`config.mk`:
```
export PLATFORM = sky130hd
export DESIGN_NAME = ffd_piso_register
export DESIGN_NICKNAME = d
export VERILOG_FILES = /design/src/rtl/ffd_piso_register.sv
export SDC_FILE = /design/constraint.sdc
export NUM_CORES = 1
export LEC_CHECK = 0
export CAP_MARGIN = 20
export CORE_AREA = 2 2 39 41
export CTS_CLUSTER_DIAMETER = 200
export CTS_CLUSTER_SIZE = 40
export DETAILED_ROUTE_END_ITERATION = 10
export DIE_AREA = 0 0 41 43
export MAX_ROUTING_LAYER = met4
export PLACE_DENSITY = 0.4
export SLEW_MARGIN = 15
export SYNTH_ARGS = -nofsm -noshare
export SYNTH_HDL_FRONTEND = slang
export SYNTH_SLANG_ARGS = --single-unit
```
`constraint.sdc`:
```
create_clock -name clk_i -period 0.8 [get_ports clk_i]
set_input_delay 0.08 -clock clk_i [delete_from_list [all_inputs] [get_ports clk_i]]
set_output_delay 0.08 -clock clk_i [all_outputs]
set_load 0.1 [all_outputs]
```
`src/rtl/ffd_piso_register.sv`:
```
// 4-bit parallel-in / serial-out register built from D flip-flops, with a per-bit
// load/shift mux and a clock-enable divider that advances the register once every DIV_N cycles.
module ffd_piso_register #(
  parameter int unsigned DIV_N = 1
) (
  input  logic       clk_i,
  input  logic       rst_i,
  input  logic [3:0] d_i,
  input  logic       serialin_i,
  input  logic       move_load_i,
  output logic       q_o,
  output logic [3:0] q_par_o
);

  localparam int unsigned CW = (DIV_N > 1) ? $clog2(DIV_N) : 1;
  localparam logic [CW-1:0] TC = CW'(DIV_N - 1);

  logic [CW-1:0] cnt;
  logic          tick;
  logic [3:0]    r;
  logic [3:0]    r_next;

  // With DIV_N=1 the terminal count is 0, so the counter sits at 0 and tick stays high.
  assign tick = (cnt == TC);

  always_ff @(posedge clk_i) begin
    if (rst_i) begin
      cnt <= '0;
    end else if (tick) begin
      cnt <= '0;
    end else begin
      cnt <= cnt + 1'b1;
    end
  end

  always_comb begin
    r_next[3] = move_load_i ? serialin_i : d_i[3];
    r_next[2] = move_load_i ? r[3]       : d_i[2];
    r_next[1] = move_load_i ? r[2]       : d_i[1];
    r_next[0] = move_load_i ? r[1]       : d_i[0];
  end

  always_ff @(posedge clk_i) begin
    if (rst_i) begin
      r <= 4'b0000;
    end else if (tick) begin
      r <= r_next;
    end
  end

  assign q_o     = r[0];
  assign q_par_o = r;

endmodule

```
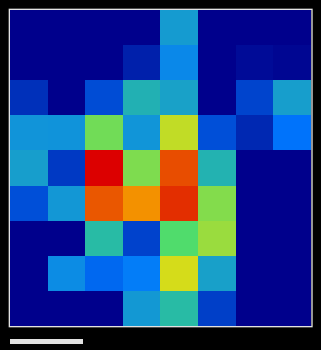
Figure 1: wiring heat map.
The bar under the picture is 10 um long. The die is cut into 8 by 9 equal tiles; dark blue is low, red is high, scaled to the fullest tile. Values are wire area over tile area, all layers added.
tiles over half the peak: 17%
nearly empty tiles: 42%
fullest tile: 0.20
emptiest ninth of the die: top left
GRT Total Usage: 8.45%
WL per Instance: 9.85 um
Total Routed Length: 512 um

==> flow_summary.yaml <==
# flow metrics
drt:
  dr.pass1.iters: 1
  drt_iter0_markers: 0
  drc: 0
  vias: 202
  viasPerCell: 3.88
  ant_nets: 0
worst_setup_path:
  crit_path_max_incr_delay_ps: 370
  required_ps: 720
  worst-path-stages: 1
  crit_path_start_kind: "register"
  crit_arrival_ps: 790
  crit_slowest_cell: "dfxtp_4"
  cp_num_buf_inv: 1
  r2r_cells: 3
  crit_chain: "buf_12"
  cp-end-kind: "output pin"
  path_class: "register to output pin"
  crit_fanout: 3
  cp_top_family: "flip-flops"
clock_network:
  clk_latency_ps: 240
  cts_tree: "built"
  root_buffer: "clkbuf_4"
  cts_buffers: 3
  cts_max_level: 1
  clk_pin_slew_ps: 40
  clockBufferDepth: 2
place:
  io_buffers: 12
  gp_congestion: 0.732
  hpwl_um: 410
  dpl_cell_area_um2: 408
  pre_cts_slack_ps: -325
job:
  warning_count: 29
  cap_violations: 0
pwr:
  ir_drop_mv: 0.764
  p_leak_nw: 0.184
  cellPowerDensity_nw_per_um2: 1940
  power_mw: 0.878
yosys:
  synthTopLogicFamily: "multiplexers"
  synthesis.area_um2: 215
  ys.flops: 5
  aoi_share_pct: 14.0
  synthSimpleGateAreaFrac_pct: 11.6
  synthesis.nets: 29
  ys_chip_area_um2: 215
  yosysTopAreaCell: "dfxtp_1"
  mux_area_share_pct: 18.6
  topCellsByArea: "dfxtp_1 47%, mux2i_1 19%, a211oi_1 14%"
  fa_ha_area_share_pct: 0
  synth.avg_cell_area_um2: 10.2
  synth-xor-area-share_pct: 0
  post_synth_num_cell_types: 8
  post-synth-top-area-fraction_pct: 46.5
  ys_cells: 21
  postSynthSeqShare_pct: 46.5
  yosysWarningCount: 0
  synth_cells: 21
global_route:
  antenna_found_initial: 0
  grt_max_degree: 6
  grt_pass1_wl_um: 855
  grt_pass1_vias: 202
  overflow: 0
layout:
  drive_gt1_share_pct: 47.2
  insertedDiodeCount: 0
  syn_to_final_growth_pct: 110
  final_common_cell: "clkdlybuf4s50_1"
  lay_top_cells: "6 x clkdlybuf4s50_1, 5 x buf_12, 4 x mux2i_1, 4 x dfxtp_4"
  nNetsFinal: 45
  final_area_um2: 453
timing:
  final.min_clock_period_ps: 865
  setup_ws_ps: -65.5
  setup_violations: 5
  fmax_ghz: 1.16
  report.final.slew_viol_count: 0
  rsz0062_at_grt: "yes"
  post-route-period-util_pct: 108
  hold_ws_ps: 442
  finalHoldViolCount: 0
  tns_ps: -269
outcome:
  status: "finished with violations"
  violations: "setup timing"
floorplan:
  fp.dieH_um: 43
  pin_count: 13
  dieArea_um2: 1760
  core_region_area_um2: 1380
  rows: 14
  die_w_um: 41
  fp-utilization_pct: 15.6
min_path:
  hp-class: "input port to register"
  min_path_cells: 3
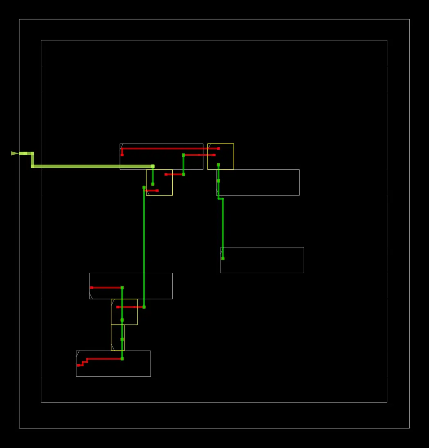
Figure 2: clock nets.
CTS sink count: 5
Clock Skew: 3.03 ps

cell usage after synthesis:
library cell and count:
a211oi_1 4, dfxtp_1 5, conb_1 1, clkbuf_2 1, nor2b_1 4, inv_1 1, buf_4 1, mux2i_1 4
path summary, 6_finish.rpt:
kind / from / to / slack [ps]
min: move_load_i / q_par_o[3]$_SDFFE_PP0N_ / 440
max reg2reg: q_par_o[1]$_SDFFE_PP0N_ / q_par_o[0]$_SDFFE_PP0N_ / 10
max: q_par_o[0]$_SDFFE_PP0N_ / q_par_o[0] / -70
min reg2reg: cnt$_SDFF_PP0_ / q_par_o[1]$_SDFFE_PP0N_ / 530
layout make-up:
| cell class | instances | area, um^2 |
|---|---|---|
| Fill cell | 133 | 931 |
| Timing Repair Buffer | 13 | 180 |
| Sequential cell | 5 | 116 |
| Multi-Input combinational cell | 13 | 106 |
| Clock buffer | 4 | 26.3 |
| Tap cell | 16 | 20.0 |
| Inverter | 1 | 3.75 |
logic make-up (layout without fill, tap and decap cells):
group                  count (synthesis)  after routing
and+or+nand+nor                        4              4
buffers and inverters                  3             18
DFF                                    5              5
AOI/OAI and AO/OA                      4              4
muxes                                  4              4
other                                  1              1
registers in the layout, summed over array words and instances, names as in the netlist:
name     count
q_par_o      4
cnt          1
where the power goes:
part / total [mW] / internal [mW] / leakage [nW] / switching (mW)
logic: 0.299 / 0.127 / 0.125 / 0.172
registers: 0.291 / 0.266 / 0.0441 / 0.0243
clock network: 0.288 / 0.188 / 0.0150 / 0.0999
layer usage:
layer | share of wire (%) | GRT usage, % | wire, um | up-vias
met5 | 0 | - | 0 | -
met4 | 0 | 8.00 | 0 | 0
met3 | 4.7 | 4.71 | 24 | 0
met2 | 54 | 10.6 | 274 | 5
met1 | 42 | 8.74 | 213 | 94
li1 | - | - | - | 103
metrics by stage:
step	utilization, %	std cells
after floorplan	-	21
after global placement	29.5	47
after detailed placement	29.5	47
after CTS	31.9	52
after global routing	32.7	52
final	32.7	52
what timing repair did:
| item | in CTS | in global routing |
|---|---|---|
| endpoints found under the setup margin | 9 | 8 |
| setup buffers | 1 | 0 |
| hold buffers | 0 | 0 |
| resized | 2 | 4 |
| endpoints found under the hold margin | 0 | 0 |
Power figures rest on the tool's default switching activity, not on a simulated workload.
